**src/rtl/calc_cmd_sequencer.sv**
```systemverilog
// Command FIFO feeding int_calc_16: queues {op, opa, opb}, issues one command at a time,
// rejects invalid or divide-by-zero commands, and holds each result until downstream accepts it.
module calc_cmd_sequencer #(
    parameter int unsigned DEPTH    = 4,
    parameter int unsigned CALC_LAT = 1
) (
    input  logic        clk,
    input  logic        rst_n,
    input  logic        cmd_valid,
    output logic        cmd_ready,
    input  logic [2:0]  cmd_op,
    input  logic [63:0] cmd_opa,
    input  logic [63:0] cmd_opb,
    output logic [2:0]  operation,
    output logic [63:0] opa_calc,
    output logic [63:0] opb_calc,
    input  logic [63:0] out_calc,
    output logic        res_valid,
    input  logic        res_ready,
    output logic [63:0] res_data,
    output logic        res_err,
    output logic [2:0]  res_op,
    output logic        busy
);

    localparam int unsigned AW = (DEPTH > 1) ? $clog2(DEPTH) : 1;
    localparam int unsigned CW = AW + 1;
    localparam int unsigned LW = $clog2(CALC_LAT + 1);

    typedef struct packed {
        logic [2:0]  op;
        logic [63:0] opa;
        logic [63:0] opb;
    } cmd_t;

    typedef enum logic [1:0] {IDLE, ISSUE, WAIT, RESP} state_t;

    cmd_t          mem [DEPTH];
    logic [AW-1:0] wr_ptr;
    logic [AW-1:0] rd_ptr;
    logic [CW-1:0] count;
    logic [LW-1:0] counter;
    state_t        state;
    state_t        state_next;

    logic push;
    logic pop;
    logic load_cnt;
    logic dec_cnt;
    logic cap_ok;
    logic cap_err;
    logic resp_done;
    logic op_bad;

    assign cmd_ready = (count != CW'(DEPTH));
    assign push      = cmd_valid && cmd_ready;
    assign busy      = (count != '0) || (state != IDLE);
    assign op_bad    = (operation > 3'd4) ||
                       (((operation == 3'd3) || (operation == 3'd4)) && (opb_calc == 64'd0));

    // Next-state and per-state control strobes
    always_comb begin
        state_next = state;
        pop        = 1'b0;
        load_cnt   = 1'b0;
        dec_cnt    = 1'b0;
        cap_ok     = 1'b0;
        cap_err    = 1'b0;
        resp_done  = 1'b0;
        case (state)
            IDLE: begin
                if (count != '0) begin
                    pop        = 1'b1;
                    state_next = ISSUE;
                end
            end
            ISSUE: begin
                if (op_bad) begin
                    cap_err    = 1'b1;
                    state_next = RESP;
                end else begin
                    load_cnt   = 1'b1;
                    state_next = WAIT;
                end
            end
            WAIT: begin
                if (counter == LW'(1)) begin
                    cap_ok     = 1'b1;
                    state_next = RESP;
                end else begin
                    dec_cnt = 1'b1;
                end
            end
            RESP: begin
                if (res_ready) begin
                    resp_done  = 1'b1;
                    state_next = IDLE;
                end
            end
            default: state_next = IDLE;
        endcase
    end

    always_ff @(posedge clk) begin
        if (!rst_n) state <= IDLE;
        else        state <= state_next;
    end

    // FIFO pointers and occupancy; pointers wrap naturally since DEPTH is a power of two
    always_ff @(posedge clk) begin
        if (!rst_n) begin
            wr_ptr <= '0;
            rd_ptr <= '0;
            count  <= '0;
        end else begin
            if (push) wr_ptr <= wr_ptr + AW'(1);
            if (pop)  rd_ptr <= rd_ptr + AW'(1);
            case ({push, pop})
                2'b10:   count <= count + CW'(1);
                2'b01:   count <= count - CW'(1);
                default: count <= count;
            endcase
        end
    end

    // Storage needs no reset: a flush only clears the pointers
    always_ff @(posedge clk) begin
        if (push) mem[wr_ptr] <= '{op: cmd_op, opa: cmd_opa, opb: cmd_opb};
    end

    // Operand registers change only on a pop; result registers load on capture/reject
    always_ff @(posedge clk) begin
        if (!rst_n) begin
            operation <= '0;
            opa_calc  <= '0;
            opb_calc  <= '0;
            counter   <= '0;
            res_valid <= 1'b0;
            res_data  <= '0;
            res_err   <= 1'b0;
            res_op    <= '0;
        end else begin
            if (pop) begin
                operation <= mem[rd_ptr].op;
                opa_calc  <= mem[rd_ptr].opa;
                opb_calc  <= mem[rd_ptr].opb;
            end
            if (load_cnt)     counter <= LW'(CALC_LAT);
            else if (dec_cnt) counter <= counter - LW'(1);
            else if (cap_ok)  counter <= '0;
            if (cap_ok) begin
                res_valid <= 1'b1;
                res_data  <= out_calc;
                res_err   <= 1'b0;
                res_op    <= operation;
            end else if (cap_err) begin
                res_valid <= 1'b1;
                res_data  <= '0;
                res_err   <= 1'b1;
                res_op    <= operation;
            end else if (resp_done) begin
                res_valid <= 1'b0;
            end
        end
    end

endmodule

```
**config.mk**
```make
export PLATFORM = sky130hd
export DESIGN_NAME = calc_cmd_sequencer
export DESIGN_NICKNAME = d
export VERILOG_FILES = /design/src/rtl/calc_cmd_sequencer.sv
export SDC_FILE = /design/constraint.sdc
export NUM_CORES = 1
export LEC_CHECK = 0
export ABC_AREA = 0
export CAP_MARGIN = 20
export CORE_MARGIN = 3
export CORE_UTILIZATION = 25
export DETAILED_ROUTE_END_ITERATION = 6
export PLACE_DENSITY = 0.43
export SYNTH_ARGS = -nofsm -noshare
export SYNTH_HDL_FRONTEND = slang
export SYNTH_SLANG_ARGS = --single-unit
```
**constraint.sdc**
```tcl
create_clock -name clk -period 7.9 [get_ports clk]
set_input_delay 0.79 -clock clk [delete_from_list [all_inputs] [get_ports clk]]
set_output_delay 0.79 -clock clk [all_outputs]
set_load 0.05 [all_outputs]
```
==> metrics.yaml, run 1 <==
status:
  status: "completed"
global_routing:
  antenna_found_initial: 17
  grt_pass1_vias: 16600
  grt_pass1_wl_um: 111400
  grt_util_met1: 0.1600
  track_usage: 0.1335
  grt_max_degree: 98
  grt-ovfl-total: 0
final_layout:
  buffers: 420
  logic_area_sq_um: 6422
  sequential_cell_area_sq_um: 19950
  n_fill_cell: 10310
  instances_no_fill: 3534
  nets: 2274
  largest_class: "sequential cells"
  comb_share: 0.1824
  antenna_cells: 5
  clock_buffers: 124
  final_cell_mix: "524 x edfxtp_1, 399 x clkdlybuf4s50_1, 269 x nand2_1"
  inverters: 13
  drive_above_1_share: 0.1609
  nFlopsAndLatches: 734
  buffer_area_frac: 0.1179
  sh_seq_area: 0.5664
timing:
  rsz0062_at_grt: "false"
  worstMarginPinSlew_ns: 1.018
  hold_viol: 0
  hold_slack_ns: 0.4532
  drv_slew: 0
  setup_violations: 0
  finalClockSkew_ns: 0.02524
  relSlewSlack: 0.3216
  max_clock_freq_ghz: 0.2946
  fin_crit_ns: 3.394
  setup_slack_ns: 4.506
worst_setup_path:
  r2r-start: "opb_calc[56]$_SDFFE_PN0P_"
  path_depth: 3
  crit_start: "count[2]$_SDFFE_PN0P_"
  start_kind: "register"
  worstReg2RegEnd: "res_data[3]$_SDFFE_PN0P_"
  crit_slowest_cell: "clkdlybuf4s50_1"
  arrival_ns: 2.60
  endpoint_kind: "output port"
  cpPeakStageDelay_ns: 0.80
  r2r_slack_ns: 4.80
  crit_end: "busy"
  critical_path_class: "reg -> out"
  cp_top_family: "simple AND/OR/NAND/NOR gates"
route:
  wire_per_inst_um: 21.40
  highest_layer: "met5"
  ant_nets: 0
  wl_met3_um: 6032
  viasPerCell: 4.435
  drt_iter0_markers: 775
  wl_met1_um: 30790
synthesis:
  ys_warn_count: 0
  ys_sh_adder: 0.005384
  ys_cells: 1667
  syn_inst: 1667
  top_cell_area_share: 0.5837
  edf_count: 524
  yosysSeqAreaShare: 0.7397
  ys_sh_mux: 0.1095
  synthAoiAreaFrac: 0.04860
  synth_cell_type_count: 41
  synth.most_common_cell: "edfxtp_1"
  syn_nets: 1877
  yosysChipArea_sq_um: 26960
  xor_area_frac: 0.001625
  logic_family: "multiplexers"
  top_area_cell: "edfxtp_1"
  top_cells_by_count: "524 x edfxtp_1, 270 x nand2_1, 210 x dfxtp_1"
  synth-simple-area-share: 0.07157
  avgSynthCellArea_sq_um: 16.17
power:
  internal_power_mw: 8.456
  power_frac_clock: 0.305
  switching_power_mw: 4.579
  ir_drop_v: 0.0001953
  comb_power_share: 0.303
  switching_share: 0.3513
  total_power_mw: 13.04
  sequentialPowerShare: 0.392
  leakage_nw: 11.25
floorplan:
  die-width_um: 334.4
  fp.dieH_um: 334.4
  num_tap_cells: 1391
  fp-utilization: 0.2539
  die_area_sq_um: 111800
  rows: 119
hold_path:
  hp-class: "reg -> reg"
  whs_endpoint: "opa_calc[43]$_SDFFE_PN0P_"
  min_path_cells: 2
  min_from: "opa_calc[43]$_SDFFE_PN0P_"
clock_network:
  cts_setup_buffers: 0
  ctsResizeCount: 0
  cts_tree: "built"
  cts_hold_buf: 0
  h-tree-depth: 3
  clock_path_buffers: 3
placement:
  dp.cells: 3367
  place_ws_ns: 4.350
  portBuffers: 400
  post_dp_cell_area_sq_um: 32320
flow_run:
  drv_cap: 0
  warning_count: 33
## run 1: power by group through the flow
stage | Combinational, mW | Sequential (mW) | Clock, mW
after floorplan | 1.67 | 6.03 | 0
after global placement | 4.06 | 5.18 | 0
after detailed placement | 4.07 | 5.20 | 0
after CTS | 4.08 | 5.13 | 4.14
after global routing | 4.27 | 5.18 | 4.29
final | 3.95 | 5.10 | 3.98
## run 1: flip-flops by register name (all words and copies together) (netlist names)
name and flops:
count 3, mem 524, rd_ptr 2, operation 3, res_err 1, res_op 3
res_valid 1, state 2, opb_calc 64, res_data 64, counter 1, opa_calc 64
wr_ptr 2
## run 1: logic make-up after synthesis
group | Yosys count
flip-flops | 734
XOR/XNOR | 5
adder cells (fa/ha/maj) | 11
AND-OR/OR-AND | 216
AND/OR/NAND/NOR | 446
multiplexers | 131
buffers and inverters | 124
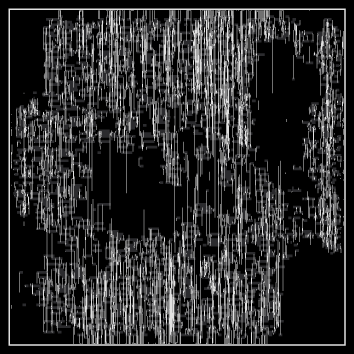
*Signal wires on met2, run 1*
Scale: 1 px per um. Cells faint in the background.
main direction: vertical
longest straight run: 124 um
nets with wire on the layer: 2002
wire length on this layer: 37.1 mm
share of all routed wire: 49%
met2 GRT Util: 0.2274
Routed Wire Length: 75640 um
vias after detailed routing: 15670

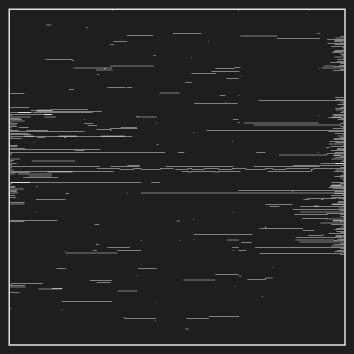
*Metal 3, run 1*
Scale: 1 px per um.
nets with wire on the layer: 246
wire length on this layer: 6030 um
longest straight run: 203 um
main direction: horizontal
share of all routed wire: 8.0%
grt met3 use: 0.04497

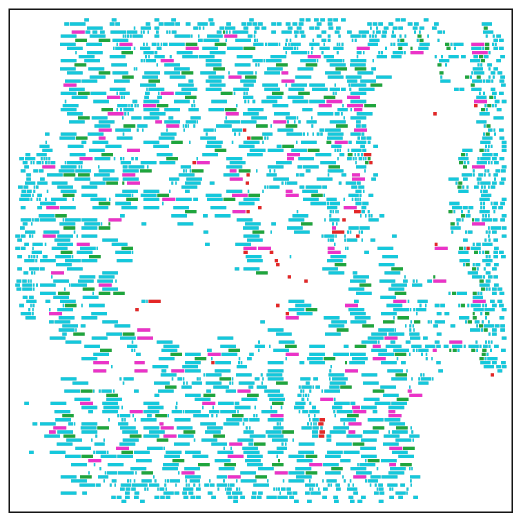
*Sizing map, run 1*
Scale: 1.5 px per um.
| color | size | cells | share | most used |
|---|---|---|---|---|
| green | x2 | 196 | 9.2% | mux4_2 |
| red | x3 and x4 | 33 | 1.5% | buf_4 |
| magenta | x6 and larger | 115 | 5.4% | clkbuf_16 |
| cyan | x1 and smaller | 1794 | 84% | edfxtp_1 |
fin area: 35220 sq um
Area growth, synth to finish: 30.64%

### Logic cells by family, run 1

Scale: 1.5 px per um.
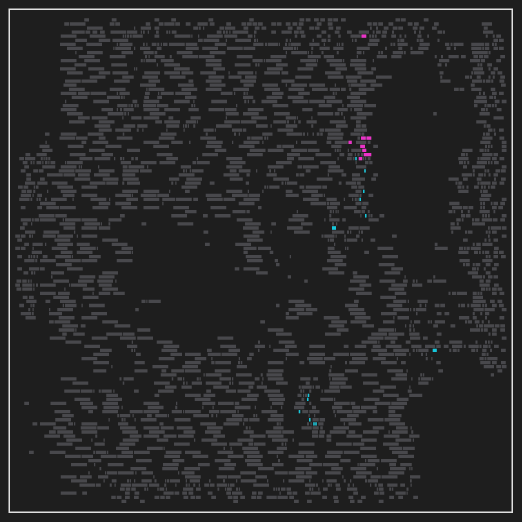

==> run 1 -> run 2 <==
- PLACE_DENSITY: 0.43 -> 0.44
- clock period: 7.9 -> 2.85 ns (I/O delays scaled with it)
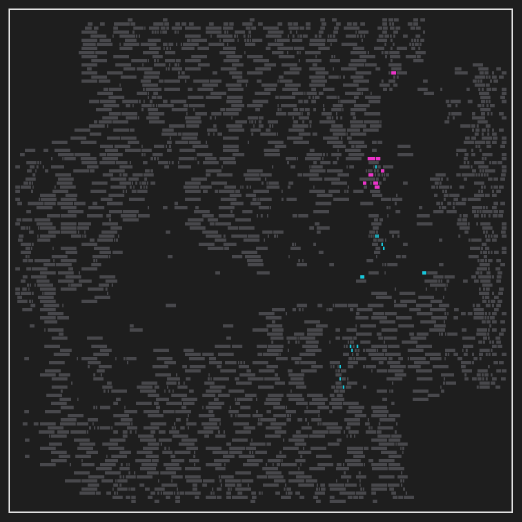
*Logic cells by family, run 2*
Scale: 1.5 px per um.
| color | family | cells | most used |
|---|---|---|---|
| magenta | non-inverting ao/oa cells | 8 | a32o_1 |
| cyan | inv cells | 13 | inv_1 |
Post-Layout Cell Count: 3576
Comb/total area: 0.1792
most frequent logic cell in the layout: edfxtp_1

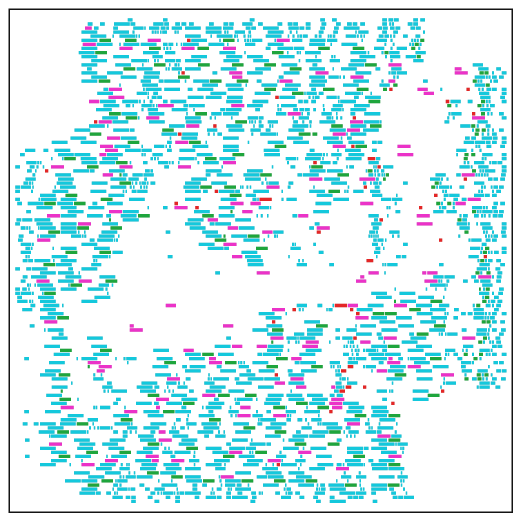
*Sizing map, run 2*
Scale: 1.5 px per um.
| color | size | cells | share | most used |
|---|---|---|---|---|
| cyan | x1 and smaller | 1800 | 83% | edfxtp_1 |
| magenta | x6 and larger | 139 | 6.4% | clkbuf_16 |
| green | x2 | 194 | 8.9% | mux4_2 |
| red | x3 and x4 | 45 | 2.1% | buf_4 |
Repair and plain buffers: 458
fin area: 35810 sq um
PnR worst setup slack: 0.2340 ns
Area growth, synth to finish: 32.84%

==> metrics.yaml, run 2 <==
status:
  status: "completed"  # unchanged
synthesis:
  synth_cell_type_count: 41  # unchanged
  top_cell_area_share: 0.5837  # unchanged
  ys_warn_count: 0  # unchanged
  xor_area_frac: 0.001625  # unchanged
  synthTopCellsByArea: "edfxtp_1 58%, dfxtp_1 16%, mux4_2 11%"  # unchanged
  synthAoiAreaFrac: 0.04860  # unchanged
  syn_nets: 1877  # unchanged
  yosysChipArea_sq_um: 26960  # unchanged
  ff_type: "edfxtp_1"  # unchanged
  ys_sh_adder: 0.005384  # unchanged
  edf_count: 524  # unchanged
  top_area_cell: "edfxtp_1"  # unchanged
  avgSynthCellArea_sq_um: 16.17  # unchanged
  syn_inst: 1667  # unchanged
  top_cells_by_count: "524 x edfxtp_1, 270 x nand2_1, 210 x dfxtp_1"  # unchanged
  ys_sh_mux: 0.1095  # unchanged
  synth.most_common_cell: "edfxtp_1"  # unchanged
  logic_family: "multiplexers"  # unchanged
  synth-simple-area-share: 0.07157  # unchanged
clock_network:
  ctsResizeCount: 0  # unchanged
  h-tree-depth: 3  # unchanged
  cts_tree: "built"  # unchanged
  clock_sinks: 734  # unchanged
  clock_path_buffers: 3  # unchanged
  cts_setup_buffers: 0  # unchanged
  cts_hold_buf: 0  # unchanged
final_layout:
  clock_buffers: 121  # was 124
  antenna_cells: 7  # was 5
  sh_seq_area: 0.5570  # was 0.5664
  largest_register_ffs: 524  # unchanged
  nFlopsAndLatches: 734  # unchanged
  top_register: "mem"  # unchanged
  buffer_area_frac: 0.1340  # was 0.1179
  n_fill_cell: 10320  # was 10310
  sequential_cell_area_sq_um: 19950  # unchanged
  nets: 2314  # was 2274
  inverters: 13  # unchanged
  largest_class: "sequential cells"  # unchanged
  final_cell_mix: "524 x edfxtp_1, 399 x clkdlybuf4s50_1, 269 x nand2_1"  # unchanged
  logic_area_sq_um: 6416  # was 6422 sq um
  drive_above_1_share: 0.1736  # was 0.1609
worst_setup_path:
  start_kind: "register"  # unchanged
  endpoint_kind: "output port"  # unchanged
  crit_start: "state[0]$_SDFFE_PN0P_"  # was count[2]$_SDFFE_PN0P_
  critical_path_class: "reg -> out"  # unchanged
  r2r-start: "count[0]$_SDFFE_PN0P_"  # was opb_calc[56]$_SDFFE_PN0P_
  worstReg2RegEnd: "count[2]$_SDFFE_PN0P_"  # was res_data[3]$_SDFFE_PN0P_
  r2r_slack_ns: 0.60  # was 4.80 ns
  arrival_ns: 2.33  # was 2.60 ns
  crit_end: "busy"  # unchanged
  worstRegToRegCells: 10  # was 5
floorplan:
  die_area_sq_um: 111800  # unchanged
  ios: 401  # unchanged
  num_tap_cells: 1391  # unchanged
  fp-utilization: 0.2539  # unchanged
  rows: 119  # unchanged
  fp.dieH_um: 334.4  # unchanged
  die-width_um: 334.4  # unchanged
hold_path:
  whs_endpoint: "rd_ptr[1]$_SDFFE_PN0P_"  # was opa_calc[43]$_SDFFE_PN0P_
  min_path_cells: 3  # was 2
  hp-class: "in -> reg"  # was reg -> reg
  min_from: "rst_n"  # was opa_calc[43]$_SDFFE_PN0P_
power:
  clk-power_mw: 10.9  # was 3.98 mW
  ir_drop_v: 0.001089  # was 0.0001953 V
  power_frac_clock: 0.298  # was 0.305
  p_comb_mw: 11.6  # was 3.95 mW
  switching_share: 0.3524  # was 0.3513
  power_leader: "sequential cells"  # unchanged
  switching_power_mw: 12.84  # was 4.579 mW
  comb_power_share: 0.319  # was 0.303
  sequentialPowerShare: 0.383  # was 0.392
  p_seq_mw: 14.0  # was 5.10 mW
  internal_power_mw: 23.60  # was 8.456 mW
  leakage_nw: 11.50  # was 11.25 nW
  total_power_mw: 36.44  # was 13.04 mW
timing:
  setup_violations: 0  # unchanged
  hold_slack_ns: 0.1534  # was 0.4532 ns
  drv_slew: 0  # unchanged
  fin_crit_ns: 2.616
  hold_viol: 0  # unchanged
  max_clock_freq_ghz: 0.3823
  relSlewSlack: 0.4542  # was 0.3216
  finalClockSkew_ns: 0.02861  # was 0.02524 ns
  rsz0062_at_grt: "false"  # unchanged
  worstMarginPinSlew_ns: 0.8188  # was 1.018 ns
route:
  drt_iter0_markers: 743  # was 775
  ant_nets: 0  # unchanged
  via_count: 15790  # was 15670
  routed_wirelength_um: 76890  # was 75640 um
  viasPerCell: 4.416  # was 4.435
  wire_per_inst_um: 21.50  # was 21.40 um
global_routing:
  track_usage: 0.1357  # was 0.1335
  antenna_found_initial: 16  # was 17
  grt_max_degree: 137  # was 98
  grt_pass1_wl_um: 112700  # was 111400 um
flow_run:
  warning_count: 43  # was 33
  drv_cap: 0  # unchanged
placement:
  dp.cells: 3405  # was 3367
  place_ws_ns: 0.4686  # was 4.350 ns
  post_dp_cell_area_sq_um: 32960  # was 32320 sq um
  portBuffers: 400  # unchanged
==> run 2: cell types whose count changed in the layout (fill, tap and decap cells not counted), moves of 4 or more <==
cell	change
buf_4	+9
buf_12	+29
clkbuf_8	-4
clkinvlp_4	+4
clkinv_1	+7
==> run 2: critical path: stages (launching register included) <==
cell and delay, ns:
dfxtp_1 0.36, inv_1 0.11, ha_1 0.27, nand2_1 0.08, clkdlybuf4s50_1 0.87
==> run 2: metal layers <==
metal  vias to the layer above  track usage  share of wire
li1                       7234            -              -
met1                      8048       0.1653           0.42
met2                       381       0.2301           0.49
met3                       113      0.04410          0.069
met4                        14      0.03891          0.024
met5                         -            0        0.00096
### Metal 3, run 2

Scale: 1 px per um.
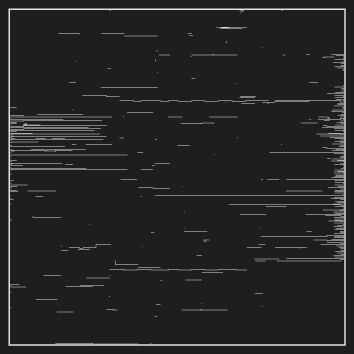

==> run 2 -> run 3 <==
- CTS_BUF_LIST: not set -> sky130_fd_sc_hd__clkbuf_8
- TNS_END_PERCENT: not set -> 30
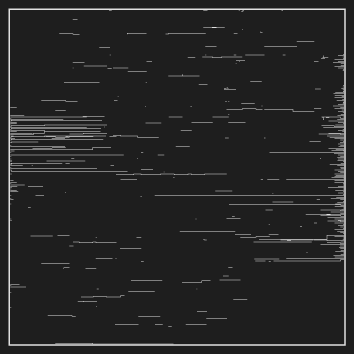
*Metal 3, run 3*
Scale: 1 px per um.
share of all routed wire: 6.9%
nets with wire on the layer: 246
longest straight run: 189 um
wire length on this layer: 5330 um
main direction: horizontal
vias after detailed routing: 16190
grt met3 use: 0.04775
Routed Wire Length: 77740 um

==> metrics.yaml, run 3 <==
worst_setup_path:
  endpoint_kind: "output port"  # unchanged
  crit_end: "cmd_ready"  # was busy
  r2r-start: "count[0]$_SDFFE_PN0P_"  # unchanged
  crit_chain: "inv_1 > nand3_1 > clkdlybuf4s50_1"  # was inv_1 > ha_1 > nand2_1 > clkdlybuf4s50_1
  critical_path_class: "reg -> out"  # unchanged
  start_kind: "register"  # unchanged
  crit_start: "count[0]$_SDFFE_PN0P_"  # was state[0]$_SDFFE_PN0P_
  arrival_ns: 2.33  # about the same
  cpPeakStageDelay_ns: 0.90  # was 0.87 ns
  r2r_slack_ns: 0.60  # about the same
  cp_top_family: "buffers and inverters"  # unchanged
clock_network:
  clock_sinks: 734  # unchanged
  clock_path_buffers: 3  # unchanged
  cts_hold_buf: 49  # was 0
  ctsResizeCount: 1  # was 0
  cts_setup_buffers: 0  # unchanged
synthesis:
  xor_area_frac: 0.001625  # unchanged
  ys_cells: 1667  # unchanged
  ys_sh_mux: 0.1095  # unchanged
  synth_cell_type_count: 41  # unchanged
  synth.most_common_cell: "edfxtp_1"  # unchanged
  synth-simple-area-share: 0.07157  # unchanged
  synthAoiAreaFrac: 0.04860  # unchanged
  syn_nets: 1877  # unchanged
  yosysChipArea_sq_um: 26960  # unchanged
  yosysSeqAreaShare: 0.7397  # unchanged
  avgSynthCellArea_sq_um: 16.17  # unchanged
  logic_family: "multiplexers"  # unchanged
  top_area_cell: "edfxtp_1"  # unchanged
  ys_sh_adder: 0.005384  # unchanged
  ys_warn_count: 0  # unchanged
  ff_type: "edfxtp_1"  # unchanged
  top_cells_by_count: "524 x edfxtp_1, 270 x nand2_1, 210 x dfxtp_1"  # unchanged
  top_cell_area_share: 0.5837  # unchanged
  edf_count: 524  # unchanged
  synthTopCellsByArea: "edfxtp_1 58%, dfxtp_1 16%, mux4_2 11%"  # unchanged
final_layout:
  largest_class: "sequential cells"  # unchanged
  layout.cells.most_common: "edfxtp_1"  # unchanged
  largest_register_ffs: 524  # unchanged
  drive_above_1_share: 0.1860  # was 0.1736
  nets: 2411  # was 2314
  fin_area_sq_um: 36080  # was 35810 sq um
  buffer_area_frac: 0.1466  # was 0.1340
  final_cell_mix: "524 x edfxtp_1, 398 x clkdlybuf4s50_1, 269 x nand2_1"  # was 524 x edfxtp_1, 399 x clkdlybuf4s50_1, 269 x nand2_1
  nFlopsAndLatches: 734  # unchanged
  buffers: 507  # was 458
  clock_buffers: 147  # was 121
global_routing:
  grt_pass1_wl_um: 114100  # was 112700 um
  grt-ovfl-total: 0  # unchanged
  track_usage: 0.1382  # was 0.1357
  antenna_found_initial: 18  # was 16
  grt_pass1_vias: 17250  # was 16640
floorplan:
  num_tap_cells: 1391  # unchanged
  fp-utilization: 0.2539  # unchanged
  die_area_sq_um: 111800  # unchanged
  rows: 119  # unchanged
  die-width_um: 334.4  # unchanged
  fp.dieH_um: 334.4  # unchanged
power:
  leakage_nw: 11.87  # was 11.50 nW
  power_frac_clock: 0.273  # was 0.298
  switching_power_mw: 12.94  # was 12.84 mW
  clk-power_mw: 9.63  # was 10.9 mW
  p_seq_mw: 14.0  # about the same
  p_comb_mw: 11.7  # was 11.6 mW
  comb_power_share: 0.331  # was 0.319
timing:
  rsz0062_at_grt: "false"  # unchanged
  max_clock_freq_ghz: 0.3828  # was 0.3823 GHz
  fin_crit_ns: 2.612  # was 2.616 ns
  finalClockSkew_ns: 0.04566  # was 0.02861 ns
  worstMarginPinSlew_ns: 0.8513  # was 0.8188 ns
  hold_viol: 0  # unchanged
  relSlewSlack: 0.4324  # was 0.4542
route:
  viasPerCell: 4.362  # was 4.416
  wl_met2_um: 37720  # was 37520 um
  highest_layer: "met5"  # unchanged
hold_path:
  min_from: "out_calc[45]"  # was rst_n
  whs_endpoint: "res_data[45]$_SDFFE_PN0P_"  # was rd_ptr[1]$_SDFFE_PN0P_
flow_run:
  warning_count: 43  # unchanged
placement:
  portBuffers: 400  # unchanged
  post_dp_cell_area_sq_um: 32960  # unchanged
status:
  status: "completed"  # unchanged
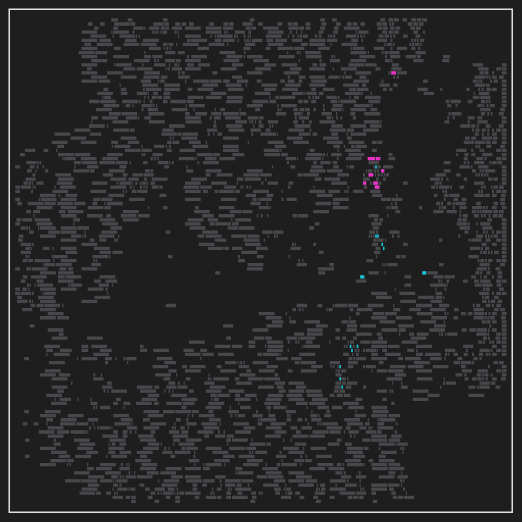
*Logic cells by family, run 3*
Scale: 1.5 px per um.
Post-Layout Cell Count: 3711
Comb/total area: 0.1778

==> run 3: cell counts after synthesis <==
No cell type changed its count.
==> run 3: per-stage QoR <==
step           hold WS (ns)  utilization  setup TNS [ns]  power [mW]  setup slack [ns]
2_1_floorplan        0.3839            -         -120.32       21.28           -0.2296
3_3_place_gp         0.4429       0.3105               0       26.12            0.4641
3_5_place_dp         0.4461       0.3105               0       26.19            0.4686
4_1_cts            0.001363       0.3397               0       36.15           0.05775
5_1_grt             0.05492       0.3397               0       37.26           0.05736
6_report             0.1223       0.3399               0       35.27            0.2377
==> run 3: per-layer routing <==
layer,vias up,GRT usage
li1,7443,-
met1,8150,0.1638
met3,153,0.04775
met4,16,0.04953
met5,-,0
met2,425,0.2328
Power figures rest on the tool's default switching activity, not on a simulated workload.
